[src/rtl/fft_peak_index_if.sv]
// Avalon-ST sink bundle carrying complex FFT bins into the peak finder.
interface fft_peak_index_if #(
  parameter int DATA_W = 16
);
  logic                     sink_valid;
  logic                     sink_ready;
  logic                     sink_sop;
  logic                     sink_eop;
  logic signed [DATA_W-1:0] sink_real;
  logic signed [DATA_W-1:0] sink_imag;

  modport master (
    output sink_valid, sink_sop, sink_eop, sink_real, sink_imag,
    input  sink_ready
  );

  modport slave (
    input  sink_valid, sink_sop, sink_eop, sink_real, sink_imag,
    output sink_ready
  );
endinterface

[src/rtl/fft_peak_index.sv]
// FFT peak finder: per frame, reports the bin with the largest re^2+im^2
// inside the search window, three cycles after the frame's last beat.
//
// state       | meaning
// ------------+----------------------------------------------------------
// ST_IDLE     | between frames; only a sop beat is accepted
// ST_IN_FRAME | frame open; every valid beat advances the bin counter
module fft_peak_index #(
  parameter int DATA_W        = 16,
  parameter int FFT_LEN       = 256,
  parameter int IDX_W         = 8,
  parameter bit SKIP_DC       = 1'b1,
  parameter bit HALF_SPECTRUM = 1'b1
) (
  input  logic                  clk_i,
  input  logic                  reset_i,
  fft_peak_index_if.slave       sink,
  output logic [7:0]            max_index_byte_o,
  output logic [2*DATA_W-1:0]   max_mag_o,
  output logic                  index_valid_o,
  output logic                  frame_err_o
);

  localparam int               MAG_W    = 2 * DATA_W;
  localparam logic [IDX_W-1:0] LAST_BIN = IDX_W'(FFT_LEN - 1);
  localparam logic [IDX_W-1:0] HALF_BIN = IDX_W'(FFT_LEN / 2);

  typedef enum logic {ST_IDLE, ST_IN_FRAME} state_t;

  state_t             state_q;
  logic [IDX_W-1:0]   bin_q;
  logic               ovf_q;

  // Stage 1: squares plus per-beat side-band
  logic               s1_v_q, s1_err_q, s1_sop_q, s1_eop_q, s1_win_q, s1_len_ok_q;
  logic [IDX_W-1:0]   s1_bin_q;
  logic [MAG_W-1:0]   re_sq_q, im_sq_q;

  // Stage 2: magnitude
  logic               s2_v_q, s2_err_q, s2_sop_q, s2_eop_q, s2_win_q, s2_len_ok_q;
  logic [IDX_W-1:0]   s2_bin_q;
  logic [MAG_W-1:0]   mag_q;

  // Stage 3: running best and published results
  logic               have_q, have_d;
  logic [MAG_W-1:0]   best_mag_q, best_mag_d;
  logic [IDX_W-1:0]   best_idx_q, best_idx_d;
  logic [7:0]         max_idx_q;
  logic [MAG_W-1:0]   max_mag_q;
  logic               index_valid_q, frame_err_q;

  logic               beat_accept;
  logic [IDX_W-1:0]   beat_bin;
  logic               beat_ovf;
  logic               beat_win;
  logic               beat_len_ok;
  logic signed [MAG_W-1:0] re_ext, im_ext;
  logic               s3_first, s3_take, s3_close;

  assign sink.sink_ready = 1'b1;

  // A sop beat always (re)starts a frame; other beats only count inside one.
  // Past the last bin the counter sticks and the overflow flag latches.
  assign beat_accept = sink.sink_sop | (state_q == ST_IN_FRAME);
  assign beat_bin    = sink.sink_sop ? '0 :
                       ((bin_q == LAST_BIN) ? bin_q : bin_q + 1'b1);
  assign beat_ovf    = sink.sink_sop ? 1'b0 : (ovf_q | (bin_q == LAST_BIN));
  assign beat_win    = !(SKIP_DC && (beat_bin == '0)) &&
                       !(HALF_SPECTRUM && (beat_bin >= HALF_BIN));
  assign beat_len_ok = (beat_bin == LAST_BIN) && !beat_ovf;

  assign re_ext = MAG_W'(sink.sink_real);
  assign im_ext = MAG_W'(sink.sink_imag);

  // Frame FSM and stage 1 capture; an idle valid-low cycle changes nothing.
  always_ff @(posedge clk_i) begin
    if (reset_i) begin
      state_q     <= ST_IDLE;
      bin_q       <= '0;
      ovf_q       <= 1'b0;
      s1_v_q      <= 1'b0;
      s1_err_q    <= 1'b0;
      s1_sop_q    <= 1'b0;
      s1_eop_q    <= 1'b0;
      s1_win_q    <= 1'b0;
      s1_len_ok_q <= 1'b0;
      s1_bin_q    <= '0;
      re_sq_q     <= '0;
      im_sq_q     <= '0;
    end else begin
      s1_v_q   <= 1'b0;
      s1_err_q <= 1'b0;
      if (sink.sink_valid) begin
        if (beat_accept) begin
          case (state_q)
            ST_IDLE:     state_q <= sink.sink_eop ? ST_IDLE : ST_IN_FRAME;
            ST_IN_FRAME: state_q <= sink.sink_eop ? ST_IDLE : ST_IN_FRAME;
            default:     state_q <= ST_IDLE;
          endcase
          bin_q       <= beat_bin;
          ovf_q       <= beat_ovf;
          s1_v_q      <= 1'b1;
          s1_err_q    <= sink.sink_sop && (state_q == ST_IN_FRAME);
          s1_sop_q    <= sink.sink_sop;
          s1_eop_q    <= sink.sink_eop;
          s1_win_q    <= beat_win;
          s1_len_ok_q <= beat_len_ok;
          s1_bin_q    <= beat_bin;
          re_sq_q     <= re_ext * re_ext;
          im_sq_q     <= im_ext * im_ext;
        end else begin
          // stray beat outside a frame: dropped, flagged only if it closes
          s1_err_q <= sink.sink_eop;
        end
      end
    end
  end

  // Stage 2: sum of squares; at most 2^(MAG_W-1), so no carry out is lost.
  always_ff @(posedge clk_i) begin
    if (reset_i) begin
      s2_v_q      <= 1'b0;
      s2_err_q    <= 1'b0;
      s2_sop_q    <= 1'b0;
      s2_eop_q    <= 1'b0;
      s2_win_q    <= 1'b0;
      s2_len_ok_q <= 1'b0;
      s2_bin_q    <= '0;
      mag_q       <= '0;
    end else begin
      s2_v_q      <= s1_v_q;
      s2_err_q    <= s1_err_q;
      s2_sop_q    <= s1_sop_q;
      s2_eop_q    <= s1_eop_q;
      s2_win_q    <= s1_win_q;
      s2_len_ok_q <= s1_len_ok_q;
      s2_bin_q    <= s1_bin_q;
      mag_q       <= re_sq_q + im_sq_q;
    end
  end

  // A sop beat forgets the previous frame's best, which keeps back-to-back
  // frames independent without any FSM involvement.
  assign s3_first = s2_sop_q | ~have_q;
  assign s3_take  = s2_v_q & s2_win_q & (s3_first | (mag_q > best_mag_q));
  assign s3_close = s2_v_q & s2_eop_q;

  // Stage 3 next-state for the running best; ties keep the lower bin.
  always_comb begin
    best_mag_d = best_mag_q;
    best_idx_d = best_idx_q;
    have_d     = have_q & ~(s2_v_q & s2_sop_q);
    if (s3_take) begin
      best_mag_d = mag_q;
      best_idx_d = s2_bin_q;
      have_d     = 1'b1;
    end
  end

  // Stage 3 registers: running best, published result and status pulses.
  always_ff @(posedge clk_i) begin
    if (reset_i) begin
      have_q        <= 1'b0;
      best_mag_q    <= '0;
      best_idx_q    <= '0;
      max_idx_q     <= '0;
      max_mag_q     <= '0;
      index_valid_q <= 1'b0;
      frame_err_q   <= 1'b0;
    end else begin
      have_q        <= have_d;
      best_mag_q    <= best_mag_d;
      best_idx_q    <= best_idx_d;
      index_valid_q <= s3_close & s2_len_ok_q;
      frame_err_q   <= s2_err_q | (s3_close & ~s2_len_ok_q);
      if (s3_close && s2_len_ok_q) begin
        max_idx_q <= have_d ? 8'(best_idx_d) : 8'd0;
        max_mag_q <= have_d ? best_mag_d : '0;
      end
    end
  end

  assign max_index_byte_o = max_idx_q;
  assign max_mag_o        = max_mag_q;
  assign index_valid_o    = index_valid_q;
  assign frame_err_o      = frame_err_q;

endmodule

[src/flat_wrapper.sv]
// flat-port wrapper written by rule: the top's interface ports become plain ports
module fft_peak_index_flat 
#(
  parameter int DATA_W        = 16,
  parameter int FFT_LEN       = 256,
  parameter int IDX_W         = 8,
  parameter bit SKIP_DC       = 1'b1,
  parameter bit HALF_SPECTRUM = 1'b1
)
  (clk_i, reset_i, max_index_byte_o, max_mag_o, index_valid_o, frame_err_o, sink_sink_valid, sink_sink_sop, sink_sink_eop, sink_sink_real, sink_sink_imag, sink_sink_ready);
  fft_peak_index_if #(.DATA_W(DATA_W)) sink_i ();
  input  logic clk_i;
  input  logic reset_i;
  output logic [7:0] max_index_byte_o;
  output logic [2*DATA_W-1:0] max_mag_o;
  output logic index_valid_o;
  output logic frame_err_o;
  input wire logic [$bits(sink_i.sink_valid)-1:0] sink_sink_valid;
  input wire logic [$bits(sink_i.sink_sop)-1:0] sink_sink_sop;
  input wire logic [$bits(sink_i.sink_eop)-1:0] sink_sink_eop;
  input wire logic [$bits(sink_i.sink_real)-1:0] sink_sink_real;
  input wire logic [$bits(sink_i.sink_imag)-1:0] sink_sink_imag;
  output wire logic [$bits(sink_i.sink_ready)-1:0] sink_sink_ready;
  assign sink_i.sink_valid = sink_sink_valid;
  assign sink_i.sink_sop = sink_sink_sop;
  assign sink_i.sink_eop = sink_sink_eop;
  assign sink_i.sink_real = sink_sink_real;
  assign sink_i.sink_imag = sink_sink_imag;
  assign sink_sink_ready = sink_i.sink_ready;
  fft_peak_index #(.DATA_W(DATA_W), .FFT_LEN(FFT_LEN), .IDX_W(IDX_W), .SKIP_DC(SKIP_DC), .HALF_SPECTRUM(HALF_SPECTRUM)) u_core (.clk_i(clk_i), .reset_i(reset_i), .sink(sink_i), .max_index_byte_o(max_index_byte_o), .max_mag_o(max_mag_o), .index_valid_o(index_valid_o), .frame_err_o(frame_err_o));
endmodule
[config.mk]
export PLATFORM = sky130hd
export DESIGN_NAME = fft_peak_index_flat
export DESIGN_NICKNAME = d
export VERILOG_FILES = /design/src/rtl/fft_peak_index_if.sv /design/src/rtl/fft_peak_index.sv /design/src/flat_wrapper.sv
export SDC_FILE = /design/constraint.sdc
export NUM_CORES = 2
export LEC_CHECK = 0
export CAP_MARGIN = 15
export CORE_MARGIN = 4
export CORE_UTILIZATION = 45
export DETAILED_ROUTE_END_ITERATION = 12
export PLACE_DENSITY_LB_ADDON = 0.3
export SYNTH_ARGS = -nofsm -noshare
export SYNTH_HDL_FRONTEND = slang
export SYNTH_SLANG_ARGS = --single-unit
[constraint.sdc]
create_clock -name clk_i -period 22 [get_ports clk_i]
set_input_delay 4.4 -clock clk_i [delete_from_list [all_inputs] [get_ports clk_i]]
set_output_delay 4.4 -clock clk_i [all_outputs]
set_load 0.01 [all_outputs]
Figure 1. Drive-strength map.
Drawn at 2 px/um.
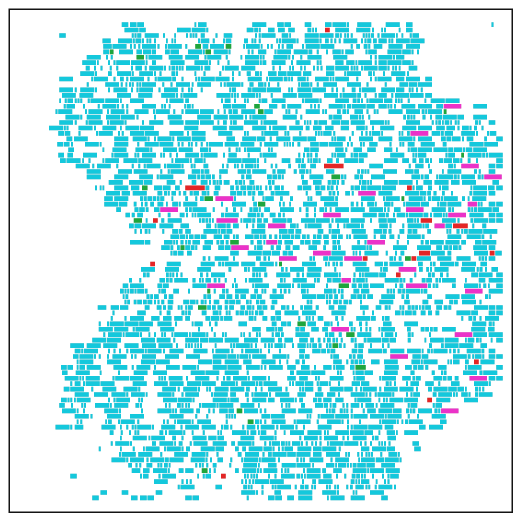
| size | colour | cells | share | most used |
|---|---|---|---|---|
| _2 cells | green | 29 | 0.97% | a31o_2 |
| _6 and larger | magenta | 30 | 1.0% | clkbuf_16 |
| _3 and _4 cells | red | 16 | 0.54% | buf_4 |
| _0 and _1 cells | cyan | 2904 | 97% | inv_1 |

Figure 2. M3 wires.
Drawn at 1 px/um.
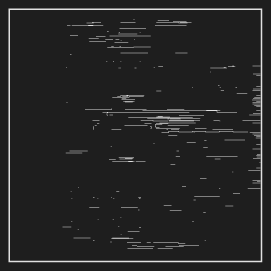
longest straight run: 86.5 um
wire length on this layer: 2190 um
nets with wire on the layer: 145
main direction: horizontal
global routing usage on met3: 0.01769
via total after detailed routing: 19130

Figure 3. Selected gate families.
Drawn at 2 px/um.
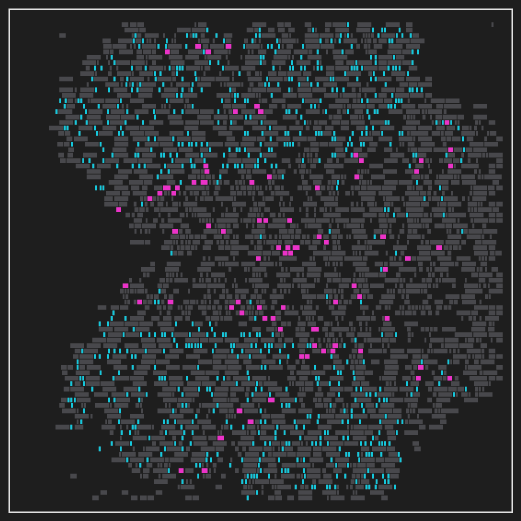
| family | colour | cells |
|---|---|---|
| inverters | cyan | 688 |
| AND-OR and OR-AND gates | magenta | 78 |
count of placed standard cells in the final layout, fillers left out: 3744
combinational share of cell area: 0.6762
highest-count logic cell in the final layout: inv_1

==> impl_metrics.json <==
{
  "outcome": "complete, no violations",
  "hold_slack_ps": 440.9,
  "post_synth_most_frequent_cells": "inv_1 (688), fa_1 (467), nand2_1 (303)",
  "post_dp_cell_area_um2": 27950,
  "detailroute.wirelength.met2_um": 30570,
  "setup.worst_path.end_class": "flip-flop",
  "logic_gate_count": 1955,
  "setup.reg_to_reg.worst_slack_ps": 18560,
  "final-setup-viol-count": 0,
  "seq_area_frac_synth": 0.1563,
  "fraction_of_registers_with_async_set_or_reset_after_synthesis": 0,
  "detailedPlace.worstSlack_ps": 10320,
  "min_to": "u_core.s2_v_q",
  "final-comb-area_um2": 19430,
  "non_filler_cell_area_final_um2": 28740,
  "flow.area_growth_from_synthesis_pct": 8.376,
  "dieHeight_um": 250.7,
  "synth-main-ff-cell": "dfxtp_1",
  "rr_startpoint": "u_core.im_sq_q[3]",
  "min_path_cells": 1,
  "ys_sh_xor": 0.03435,
  "crit_path_frequent_cell": "fa_1",
  "grt_antenna_before_repair": 0,
  "worstSetupStartpoint": "sink_sink_real[15]",
  "boundaryPins": 80,
  "chip_area_um2": 62870,
  "unique_masters_post_synth": 71,
  "max_freq_ghz": 0.08979,
  "antennaDiodeCount": 0,
  "flop-count": 207,
  "top_layout_cells": "inv_1 (688), fa_1 (467), nand2_1 (303)",
  "finalNetCount": 3701,
  "yosysCellCount": 2953,
  "hold_path_class": "flip-flop to flip-flop",
  "synth_dominant_cell_count": "inv_1",
  "timing.critical_path.cells": "clkdlybuf4s50_1, inv_1, nor2_1, fa_1, fa_1, inv_1, fa_1, inv_1, fa_1, fa_1, inv_1, fa_1, inv_1, ha_1, nand3_1, nor2_1, a211oi_1, o22ai_1, o41a_1, a21oi_1, xnor2_1, nand2_1, a21oi_1",
  "netlist.top_cell.by_area": "fa_1",
  "grt_pass1_wl_um": 100900,
  "area_share_clock_buf_inv": 0.02695,
  "avgSynthCellArea_um2": 8.980,
  "yosys-stat-area_um2": 26520,
  "tap-cell-count": 765,
  "tool_warnings": 29,
  "setup_tns_ps": 0,
  "finalWeightedCongestion": 0.8820,
  "hold_path.startpoint": "u_core.s1_v_q",
  "fp.dieW_um": 250.7,
  "yosys-mux-area-fraction": 0.01751,
  "timing.setup.critical_path_class": "primary input to flip-flop",
  "first_global_vias": 20910,
  "timing.critical_path.to": "u_core.re_sq_q[28]",
  "floorplan.core_area_um2": 58030,
  "cts_made_buffers": 24,
  "cp.required_ps": 22440,
  "worst_clock_skew_ps": 23.45,
  "worstReg2RegEnd": "u_core.mag_q[29]",
  "final_critical_path_setup_slack_ps": 10860,
  "ctsResizeCount": 0,
  "synth-edff-count": 0,
  "post-route-period-util": 0.5062,
  "num-nonclk-inverters": 688,
  "drc_violations_left": 0,
  "ctsLongestPathBuffers": 3,
  "synthesis.nets": 3692,
  "post_synth_inst_count": 2953,
  "layout_cells_sized_above_1": 0.02518,
  "timing.slew.headroom": 0.2674,
  "post_synth_fa_ha_maj_area_fraction": 0.4635,
  "rows": 88,
  "ys_seq_elements": 207,
  "regArea_um2": 4144,
  "initial_core_util": 0.4570,
  "number_of_maximum_capacitance_violations": 0,
  "detailedPlacementHpwl_um": 48430,
  "cts_hold_buf": 0,
  "grt_start_max_net_pins": 86,
  "cell_family_with_most_cp_delay": "adder cells",
  "post-place-cells": 3700,
  "slew_violations": 0,
  "drt_pre_antenna_iters": 5,
  "post_cts_buffers": 0,
  "crit_arrival_ps": 11580,
  "clock_tree.htree_level_count": 1,
  "setup_repair_after_global_routing_missed_its_margin": "no",
  "detailedRoute.firstIterationViolations": 763,
  "cell_area_synth_um2": 26520,
  "worst_r2r_path_depth": 10,
  "worstPathMaxFanout": 16,
  "yosys_warnings": 0,
  "cts_tree": "built",
  "critical_path_cell_count": 23,
  "synth_top_area_share": 0.3526,
  "gr-total-overflow": 0,
  "top_layer": "met4",
  "drt.antenna.violating_nets": 0,
  "cts.sink_count": 207,
  "worst_path_largest_cell_delay_ps": 850,
  "ctsRootBufferMaster": "clkbuf_16",
  "clockBufferCount": 32,
  "wl_met1_um": 24580,
  "critical_path.n_buffers_inverters": 6,
  "worst_pin_slew_ps": 1099,
  "cts.reportedPaths.clkPinSlew_ps": 60,
  "hold_viol": 0,
  "area.share.sequential": 0.1442,
  "startpoint_type": "primary input",
  "synthAoiAreaFrac": 0.09130,
  "yosys-top-cells-area": "fa_1 (35%), dfxtp_1 (16%), ha_1 (11%)",
  "dr_wl_met3_um": 2189,
  "timing.final.crit_period_ps": 11140,
  "drt-vias-per-instance": 5.110
}
Figure 4. Metal 2.
Drawn at 1 px/um.
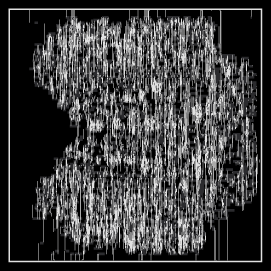
wire length on this layer: 30.6 mm
nets with wire on the layer: 3245
total wire length after detailed routing: 58680 um
global-route met2 utilization: 0.3527

Figure 5. Routing congestion.
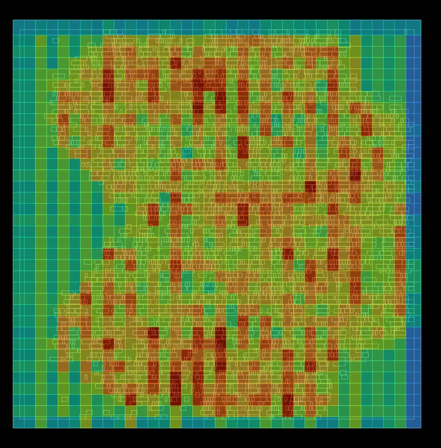
gr busiest metal: met2
average detailed-routed wire length per instance: 15.67 um
global routing usage summed across all routing layers: 0.1920
fraction of met1 tracks used by global routing: 0.2467
core occupancy in the finished layout: 0.4953

